Figure 1. Placed cells, one colour a class.
The bar under the picture is 20 um long.
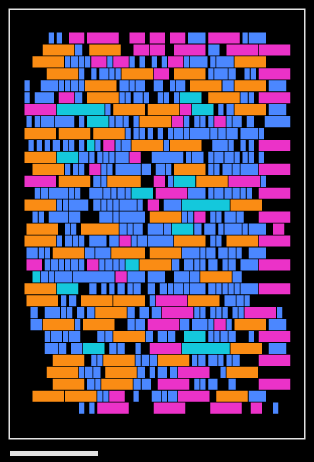
Figure 2. Power grid.
Pins as bars on the die edge. Tap cells in grey.
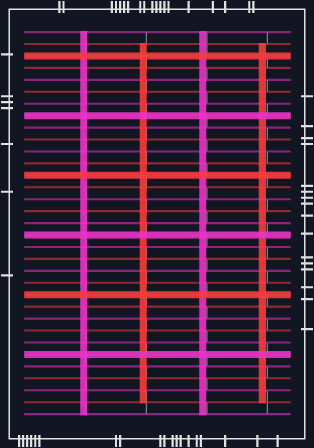
Figure 3. Routed clock nets over the placement.
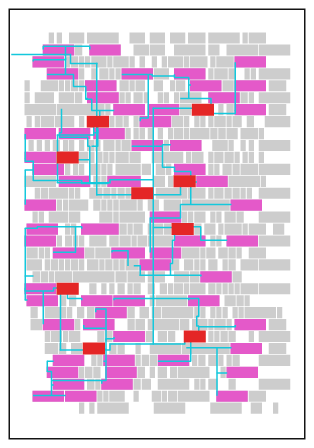
Figure 4. Where the registers sit.
Other sequential cells in the stronger grey, the rest of the logic in the fainter grey.
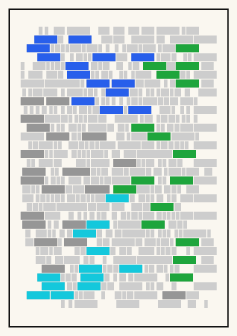
[src/rtl/audio_stream_sequencer_pkg.sv]
// audio_pkg: shared FSM states, audio ring addresses and DAC word formatting
package audio_pkg;
    typedef enum logic [2:0] {IDLE, READ, WAIT_RD, DAC, GAP, ADC, WRITE} state_e;
    localparam logic [15:0] MEM_AUDIO_FIRST  = 16'hC000;
    localparam logic [15:0] MEM_AUDIO_SECOND = 16'hE000;
    localparam logic [15:0] MEM_AUDIO_LAST   = 16'hFFFE;
    function automatic logic [15:0] dac_format(logic [15:0] d);
        return {4'd0, d[15:6], 2'd0};
    endfunction
endpackage

[src/rtl/audio_stream_sequencer_if.sv]
// audio_stream_sequencer_if: RAM port B, DAC/ADC serial lines and status towards MMIO
interface audio_stream_sequencer_if;
    logic        enable;
    logic [14:0] ram_addr;
    logic        ram_en;
    logic [1:0]  ram_wr;
    logic [15:0] ram_din;
    logic [15:0] ram_dout;
    logic        dac_cs;
    logic        dac_mosi;
    logic        adc_cs;
    logic        adc_miso;
    logic        free_half;
    logic        half_swap;
    logic        overrun;
    logic        busy;
    modport master (
        input  enable, ram_dout, adc_miso,
        output ram_addr, ram_en, ram_wr, ram_din, dac_cs, dac_mosi, adc_cs,
               free_half, half_swap, overrun, busy
    );
    modport slave (
        output enable, ram_dout, adc_miso,
        input  ram_addr, ram_en, ram_wr, ram_din, dac_cs, dac_mosi, adc_cs,
               free_half, half_swap, overrun, busy
    );
endinterface

[src/rtl/audio_stream_sequencer_spi.sv]
// spi_word_shifter: 16-bit MSB-first shift register with load, serial in/out and active-low CS
module spi_word_shifter (
    input  logic        clk,
    input  logic        rst,
    input  logic        active_i,
    input  logic        load_i,
    input  logic [15:0] data_i,
    input  logic        sin_i,
    output logic        cs_n_o,
    output logic        sout_o,
    output logic [15:0] word_o
);
    logic [15:0] word_q, word_d;
    always_comb word_d = load_i ? data_i : active_i ? {word_q[14:0], sin_i} : word_q;
    always_ff @(posedge clk) begin
        if (rst) word_q <= '0;
        else     word_q <= word_d;
    end
    assign cs_n_o = ~active_i;
    assign sout_o = active_i & word_q[15];
    assign word_o = word_q;
endmodule

[src/rtl/audio_stream_sequencer.sv]
// audio_stream_sequencer: owns audio RAM port B; one read/DAC/ADC/write frame per sample period
module audio_stream_sequencer
    import audio_pkg::*;
#(
    parameter int          CLOCKS_PER_SAMPLE = 600,
    parameter int          READ_LATENCY      = 2,
    parameter logic [15:0] BUF_BASE          = MEM_AUDIO_FIRST,
    parameter logic [15:0] BUF_HALF          = MEM_AUDIO_SECOND,
    parameter logic [15:0] BUF_LAST          = MEM_AUDIO_LAST
) (
    input logic                      system_clock,
    input logic                      reset,
    audio_stream_sequencer_if.master bus
);
    localparam int TW = $clog2(CLOCKS_PER_SAMPLE);
    state_e        state_q, state_d;
    logic [TW-1:0] tick_q, tick_d;
    logic [4:0]    cnt_q, cnt_d;
    logic [15:0]   ptr_q, ptr_d;
    logic          overrun_q, overrun_d, half_swap_q, half_swap_d;
    logic          start, dac_load;
    logic [15:0]   dac_word, adc_word;
    logic          adc_sout, unused_bits;
    always_ff @(posedge system_clock) begin
        if (reset) begin
            state_q     <= IDLE;
            tick_q      <= '0;
            cnt_q       <= '0;
            ptr_q       <= BUF_BASE;
            overrun_q   <= 1'b0;
            half_swap_q <= 1'b0;
        end else begin
            state_q     <= state_d;
            tick_q      <= tick_d;
            cnt_q       <= cnt_d;
            ptr_q       <= ptr_d;
            overrun_q   <= overrun_d;
            half_swap_q <= half_swap_d;
        end
    end
    always_comb begin
        start     = bus.enable && tick_q == '0;
        tick_d    = (!bus.enable || tick_q == TW'(CLOCKS_PER_SAMPLE - 1)) ? '0 : tick_q + 1'b1;
        ptr_d     = ptr_q;
        overrun_d = overrun_q || (start && state_q != IDLE);
        state_d   = state_q;
        cnt_d     = cnt_q + 5'd1;
        dac_load  = state_q == WAIT_RD && cnt_q == 5'(READ_LATENCY - 1);
        case (state_q)
            IDLE:    if (start) begin state_d = READ; ptr_d = (ptr_q == BUF_LAST) ? BUF_BASE : ptr_q + 16'd2; end
            READ:    begin state_d = WAIT_RD; cnt_d = '0; end
            WAIT_RD: if (dac_load) begin state_d = DAC; cnt_d = '0; end
            DAC:     if (cnt_q == 5'd15) state_d = GAP;
            GAP:     begin state_d = ADC; cnt_d = '0; end
            ADC:     if (cnt_q == 5'd15) state_d = WRITE;
            WRITE:   state_d = IDLE;
            default: state_d = IDLE;
        endcase
        half_swap_d = (ptr_d >= BUF_HALF) != (ptr_q >= BUF_HALF);
    end
    spi_word_shifter u_dac (
        .clk(system_clock), .rst(reset), .active_i(state_q == DAC), .load_i(dac_load),
        .data_i(dac_format(bus.ram_dout)), .sin_i(1'b0),
        .cs_n_o(bus.dac_cs), .sout_o(bus.dac_mosi), .word_o(dac_word)
    );
    spi_word_shifter u_adc (
        .clk(system_clock), .rst(reset), .active_i(state_q == ADC), .load_i(1'b0),
        .data_i(16'd0), .sin_i(bus.adc_miso),
        .cs_n_o(bus.adc_cs), .sout_o(adc_sout), .word_o(adc_word)
    );
    // the address is only presented while the port is enabled so it idles at zero
    assign bus.ram_en    = state_q == READ || state_q == WRITE;
    assign bus.ram_wr    = {2{state_q == WRITE}};
    assign bus.ram_addr  = bus.ram_en ? ptr_q[15:1] : 15'd0;
    assign bus.ram_din   = (state_q == WRITE) ? {adc_word[11:4], 8'd0} : 16'd0;
    assign bus.free_half = ptr_q >= BUF_HALF;
    assign bus.half_swap = half_swap_q;
    assign bus.overrun   = overrun_q;
    assign bus.busy      = state_q != IDLE;
    assign unused_bits   = ^{dac_word, adc_word[15:12], adc_word[3:0], adc_sout, ptr_q[0]};
endmodule

[src/flat_wrapper.sv]
// flat-port wrapper written by rule: the top's interface ports become plain ports
module audio_stream_sequencer_flat import audio_pkg::*;
#(
    parameter int          CLOCKS_PER_SAMPLE = 600,
    parameter int          READ_LATENCY      = 2,
    parameter logic [15:0] BUF_BASE          = MEM_AUDIO_FIRST,
    parameter logic [15:0] BUF_HALF          = MEM_AUDIO_SECOND,
    parameter logic [15:0] BUF_LAST          = MEM_AUDIO_LAST
)
  (system_clock, reset, bus_enable, bus_ram_dout, bus_adc_miso, bus_ram_addr, bus_ram_en, bus_ram_wr, bus_ram_din, bus_dac_cs, bus_dac_mosi, bus_adc_cs, bus_free_half, bus_half_swap, bus_overrun, bus_busy);
  audio_stream_sequencer_if bus_i ();
  input logic system_clock;
  input logic reset;
  input wire logic [$bits(bus_i.enable)-1:0] bus_enable;
  input wire logic [$bits(bus_i.ram_dout)-1:0] bus_ram_dout;
  input wire logic [$bits(bus_i.adc_miso)-1:0] bus_adc_miso;
  output wire logic [$bits(bus_i.ram_addr)-1:0] bus_ram_addr;
  output wire logic [$bits(bus_i.ram_en)-1:0] bus_ram_en;
  output wire logic [$bits(bus_i.ram_wr)-1:0] bus_ram_wr;
  output wire logic [$bits(bus_i.ram_din)-1:0] bus_ram_din;
  output wire logic [$bits(bus_i.dac_cs)-1:0] bus_dac_cs;
  output wire logic [$bits(bus_i.dac_mosi)-1:0] bus_dac_mosi;
  output wire logic [$bits(bus_i.adc_cs)-1:0] bus_adc_cs;
  output wire logic [$bits(bus_i.free_half)-1:0] bus_free_half;
  output wire logic [$bits(bus_i.half_swap)-1:0] bus_half_swap;
  output wire logic [$bits(bus_i.overrun)-1:0] bus_overrun;
  output wire logic [$bits(bus_i.busy)-1:0] bus_busy;
  assign bus_i.enable = bus_enable;
  assign bus_i.ram_dout = bus_ram_dout;
  assign bus_i.adc_miso = bus_adc_miso;
  assign bus_ram_addr = bus_i.ram_addr;
  assign bus_ram_en = bus_i.ram_en;
  assign bus_ram_wr = bus_i.ram_wr;
  assign bus_ram_din = bus_i.ram_din;
  assign bus_dac_cs = bus_i.dac_cs;
  assign bus_dac_mosi = bus_i.dac_mosi;
  assign bus_adc_cs = bus_i.adc_cs;
  assign bus_free_half = bus_i.free_half;
  assign bus_half_swap = bus_i.half_swap;
  assign bus_overrun = bus_i.overrun;
  assign bus_busy = bus_i.busy;
  audio_stream_sequencer #(.CLOCKS_PER_SAMPLE(CLOCKS_PER_SAMPLE), .READ_LATENCY(READ_LATENCY), .BUF_BASE(BUF_BASE), .BUF_HALF(BUF_HALF), .BUF_LAST(BUF_LAST)) u_core (.system_clock(system_clock), .reset(reset), .bus(bus_i));
endmodule
[config.mk]
export PLATFORM = sky130hd
export DESIGN_NAME = audio_stream_sequencer_flat
export DESIGN_NICKNAME = d
export VERILOG_FILES = /design/src/rtl/audio_stream_sequencer_pkg.sv /design/src/rtl/audio_stream_sequencer_if.sv /design/src/rtl/audio_stream_sequencer_spi.sv /design/src/rtl/audio_stream_sequencer.sv /design/src/flat_wrapper.sv
export SDC_FILE = /design/constraint.sdc
export NUM_CORES = 1
export LEC_CHECK = 0
export ABC_AREA = 1
export CAP_MARGIN = 20
export CORE_ASPECT_RATIO = 1.5
export CORE_MARGIN = 3
export CORE_UTILIZATION = 55
export DETAILED_ROUTE_END_ITERATION = 8
export PLACE_DENSITY = 0.84
export SYNTH_ARGS = -nofsm -noshare
export SYNTH_HDL_FRONTEND = slang
export SYNTH_SLANG_ARGS = --single-unit
[constraint.sdc]
create_clock -name system_clock -period 2.37 [get_ports system_clock]
set_input_delay 0.711 -clock system_clock [delete_from_list [all_inputs] [get_ports system_clock]]
set_output_delay 0.711 -clock system_clock [all_outputs]
set_load 0.1 [all_outputs]
==> metrics.yaml <==
die:
  top_level_ports: 61
  fp-utilization_pct: 58.1
  rows: 32
  core_area_mm2: 0.00529
  floorplan.die.width_um: 67.0
  die.size.y_um: 97.5
  total_die_size_mm2: 0.00653
layout:
  final_layout_net_count: 510
  antenna_cells: 0
  area.combinational_mm2: 0.00168
  seq_area_mm2: 0.00125
  most_instantiated_logic_cell_after_routing: "sky130_fd_sc_hd__nand2_1"
  area_growth_syn_to_layout_pct: 43.6
  n_fill_cell: 297
  layout_top_cells_excl_fill_tap: "sky130_fd_sc_hd__nand2_1, sky130_fd_sc_hd__dfxtp_1, sky130_fd_sc_hd__inv_1"
  post_route_cells_drive_above_1_share_pct: 27.0
logic_synthesis:
  ao_oa_area_share_pct: 12.9
  ys_chip_area_mm2: 0.00307
  ys_ff: 62
  post_synth_instance_area_mm2: 0.00307
  top_logic_kind: "simple AND/OR/NAND/NOR gates"
  yosys_warnings: 0
  synth.mux.area_fraction_pct: 0
  syn-mean-instance-area_um2: 7.28
  ys_types: 35
  yosys_simple_share_pct: 31.8
  synth-xor-area-share_pct: 0.856
  post_synth_inst_count: 422
  sequential_share_of_the_synthesized_area_pct: 40.4
  yosysCellCount: 422
  synth.cellmix.adderShare_pct: 2.44
route:
  antenna_violating_nets_remaining: 0
  totalWireLength_um: 7680
  drt_first_pass_iters: 4
  route.vias.total: 2942
  wl_per_instance_um: 13.8
  vias_per_cell: 5.28
  drc: 0
  detail_route.iter0.violations: 197
placement:
  place_hpwl_um: 5480
  gp_congestion: 0.934
  quantity_of_i_o_buffers_inserted_on_ports: 46
status:
  status: "complete, no violations"
clock_tree:
  clock_tree.htree_level_count: 3
  cts_root_buf: "sky130_fd_sc_hd__clkbuf_8"
  path_clk_slew_ns: 0.07
  number_of_clock_sinks: 62
  number_of_hold_repair_buffers_added_at_the_cts_stage: 0
  tritoncts: "yes"
  cts_buffer_depth: 2
  cts_inserted_buffers: 9
  clk_latency_ns: 0.34
global_route:
  number_of_global_route_vias_before_repair: 2961
  grt_antenna_before_repair: 0
  groute.usage.overall_pct: 24.8
  grt_start_max_net_pins: 19
  grt_pass1_wl_um: 12700
  total_congestion_overflow_after_global_routing: 0
sta:
  worst_hold_slack_ns: 0.441
  finalHoldViolCount: 0
  fin_worst_skew_ns: 0.00417
  tightestPinTransition_ns: 0.623
  worst_slew_margin_rel_pct: 58.3
  finalSetupViolations: 0
  final-max-slew-violation-count: 0
  timing.fmax_mhz: 425
  period_needed_ns: 2.35
  final_min_period_over_clock_period_pct: 99.3
  setup-tns-final_ns: 0
worst_setup_path:
  worstPathMaxFanout: 15
  worstSetupPathDepth: 7
  crit_family: "simple AND/OR/NAND/NOR gates"
  worst_ep_required_time_ns: 1.66
  critical_path.slowest_cell: "sky130_fd_sc_hd__dfxtp_4"
  arrival_ns: 1.64
  setup.worst_path.start_class: "flop"
  cp.buffers_inverters: 4
  critical_path_cell_list: "inv_6 -> nor3_4 -> inv_4 -> nand2_8 -> inv_12 -> nor2_4 -> buf_12"
  rr_worst_depth: 11
  critPathKind: "flop to primary output"
  setup.worst_path.end_class: "primary output"
  timing.critical_path.slowest_cell_delay_ns: 0.38
flow_run:
  warning_count: 35
  maxCapViolCount: 0
min_path:
  timing.hold.worst.class: "flop to flop"
  hold-path-cell-count: 2
pwr:
  finalPower_mw: 3.77
  vdd.ir_drop.worst_v: 0.000756
  power.density_mw_per_mm2: 855
  leakage_nw: 1.69
Notes on Figure 1 above:
[clock drivers and dummy loads] cyan | cells: 16
[combinational and other logic] blue | cells: 351
[remaining buffers and delay cells] magenta | cells: 60
[sequential cells] orange | cells: 62

Notes on Figure 2 above:
[VDD] red
[VSS] magenta
tap cells: 68
met1 rails: 33
rows: 32
met4 straps: 4
met5 straps: 6

Notes on Figure 3 above:
[flip-flops] magenta | count: 62
[clock wires] cyan | length: 746 um
[clock drivers] red | count: 9
flops lie: all over the die
routed clock nets: 10

Notes on Figure 4 above:
[u_core.ptr_q] green | sequential cells: 16
[u_core.u_dac.word_o] blue | sequential cells: 14
[u_core.u_adc.word_o] cyan | sequential cells: 12
not coloured: 20

what timing repair did:
action / in CTS / in global routing
pin swaps: 0 / 1
setup endpoints to repair: 15 / 17
resized: 1 / 4
buffers inserted: 1 / 2
worst paths after layout:
path                           endpoint  slack [ns]                            from
min          u_core.ptr_q[0]$_SDFF_PP0_        0.44      u_core.ptr_q[0]$_SDFF_PP0_
max reg2reg  u_core.ptr_q[6]$_SDFF_PP0_        0.55     u_core.tick_q[0]$_SDFF_PP0_
max                    bus_ram_addr[10]        0.02  u_core.state_q[2]$_SDFFE_PP0P_
min reg2reg  u_core.ptr_q[0]$_SDFF_PP0_        0.44      u_core.ptr_q[0]$_SDFF_PP0_
report_power, final:
group	leakage, nW	internal [mW]	switching [mW]	total, mW
sequential	0.503	1.15	0.0886	1.24
combinational	1.06	0.412	0.980	1.39
clock	0.126	0.725	0.416	1.14
flip-flops by register name (all words and copies together), names as in the netlist:
signal and flops:
u_core.ptr_q 16, u_core.u_dac.word_o 14, u_core.u_adc.word_o 12, u_core.tick_q 10
u_core.cnt_q 5, u_core.state_q 3, u_core.bus.half_swap 1, u_core.bus.overrun 1
Yosys cell counts, drive strengths merged:
master | count | area [um2]
conb | 1 | 3.75
buf | 13 | 87.6
a41oi | 1 | 8.76
clkbuf | 3 | 12.5
nand2 | 77 | 304
ha | 6 | 75.1
a21oi | 24 | 120
o21bai | 4 | 30.0
nor3b | 3 | 22.5
o311ai | 2 | 35.0
nand4 | 7 | 43.8
and3 | 1 | 6.26
nor4 | 1 | 6.26
a211oi | 6 | 45.0
inv | 65 | 246
dfxtp | 62 | 1240
xor2 | 3 | 26.3
nor2 | 81 | 377
o21ai | 19 | 95.1
a31oi | 10 | 62.6
nor3 | 11 | 92.6
clkinv | 1 | 3.75
nand3 | 21 | 125
metal layers:
metal	GRT usage [%]	wire length (um)
met5	0	0
met4	10.6	248
met3	5.44	292
met2	45.7	4250
met1	25.6	2880
worst min-delay path: cells and delay by family (launching register included):
family	cells	cell delay [ns]
flip-flops	1	0.32
buffers and inverters	1	0.05
AND/OR/NAND/NOR	1	0.03
kinds of logic (layout without fill, tap and decap cells):
| family | Yosys count | after routing |
|---|---|---|
| xor gates and xnor gates | 3 | 3 |
| adders and majority gates | 6 | 6 |
| other | 1 | 8 |
| buffers and inverters | 82 | 142 |
| DFF | 62 | 62 |
| AOI/OAI and AO/OA | 66 | 66 |
| and+or+nand+nor | 202 | 202 |
stage by stage:
| step | worst slack, ns | std cells | util [%] | area [um2] |
|---|---|---|---|---|
| after detailed placement | -0.0561 | 538 | 77.8 | 4110 |
| final | 0.0159 | 557 | 83.4 | 4410 |
| after floorplan | -0.853 | 429 | - | 3300 |
| after global placement | 0.00246 | 538 | 77.8 | 4110 |
| after CTS | 0.0171 | 555 | 83.0 | 4390 |
| after global routing | -0.0372 | 557 | 83.4 | 4410 |
final cells by class:
cell class	instances	share of cell area, %
inverters	66	6.13
clock buffers	10	3.12
flip-flops and latches	62	28.3
well taps	68	1.93
multi-input cells	285	38.0
repair buffers	60	20.0
clock inverters	6	2.47
No activity file was given, so power comes from the tool's default toggle rates.
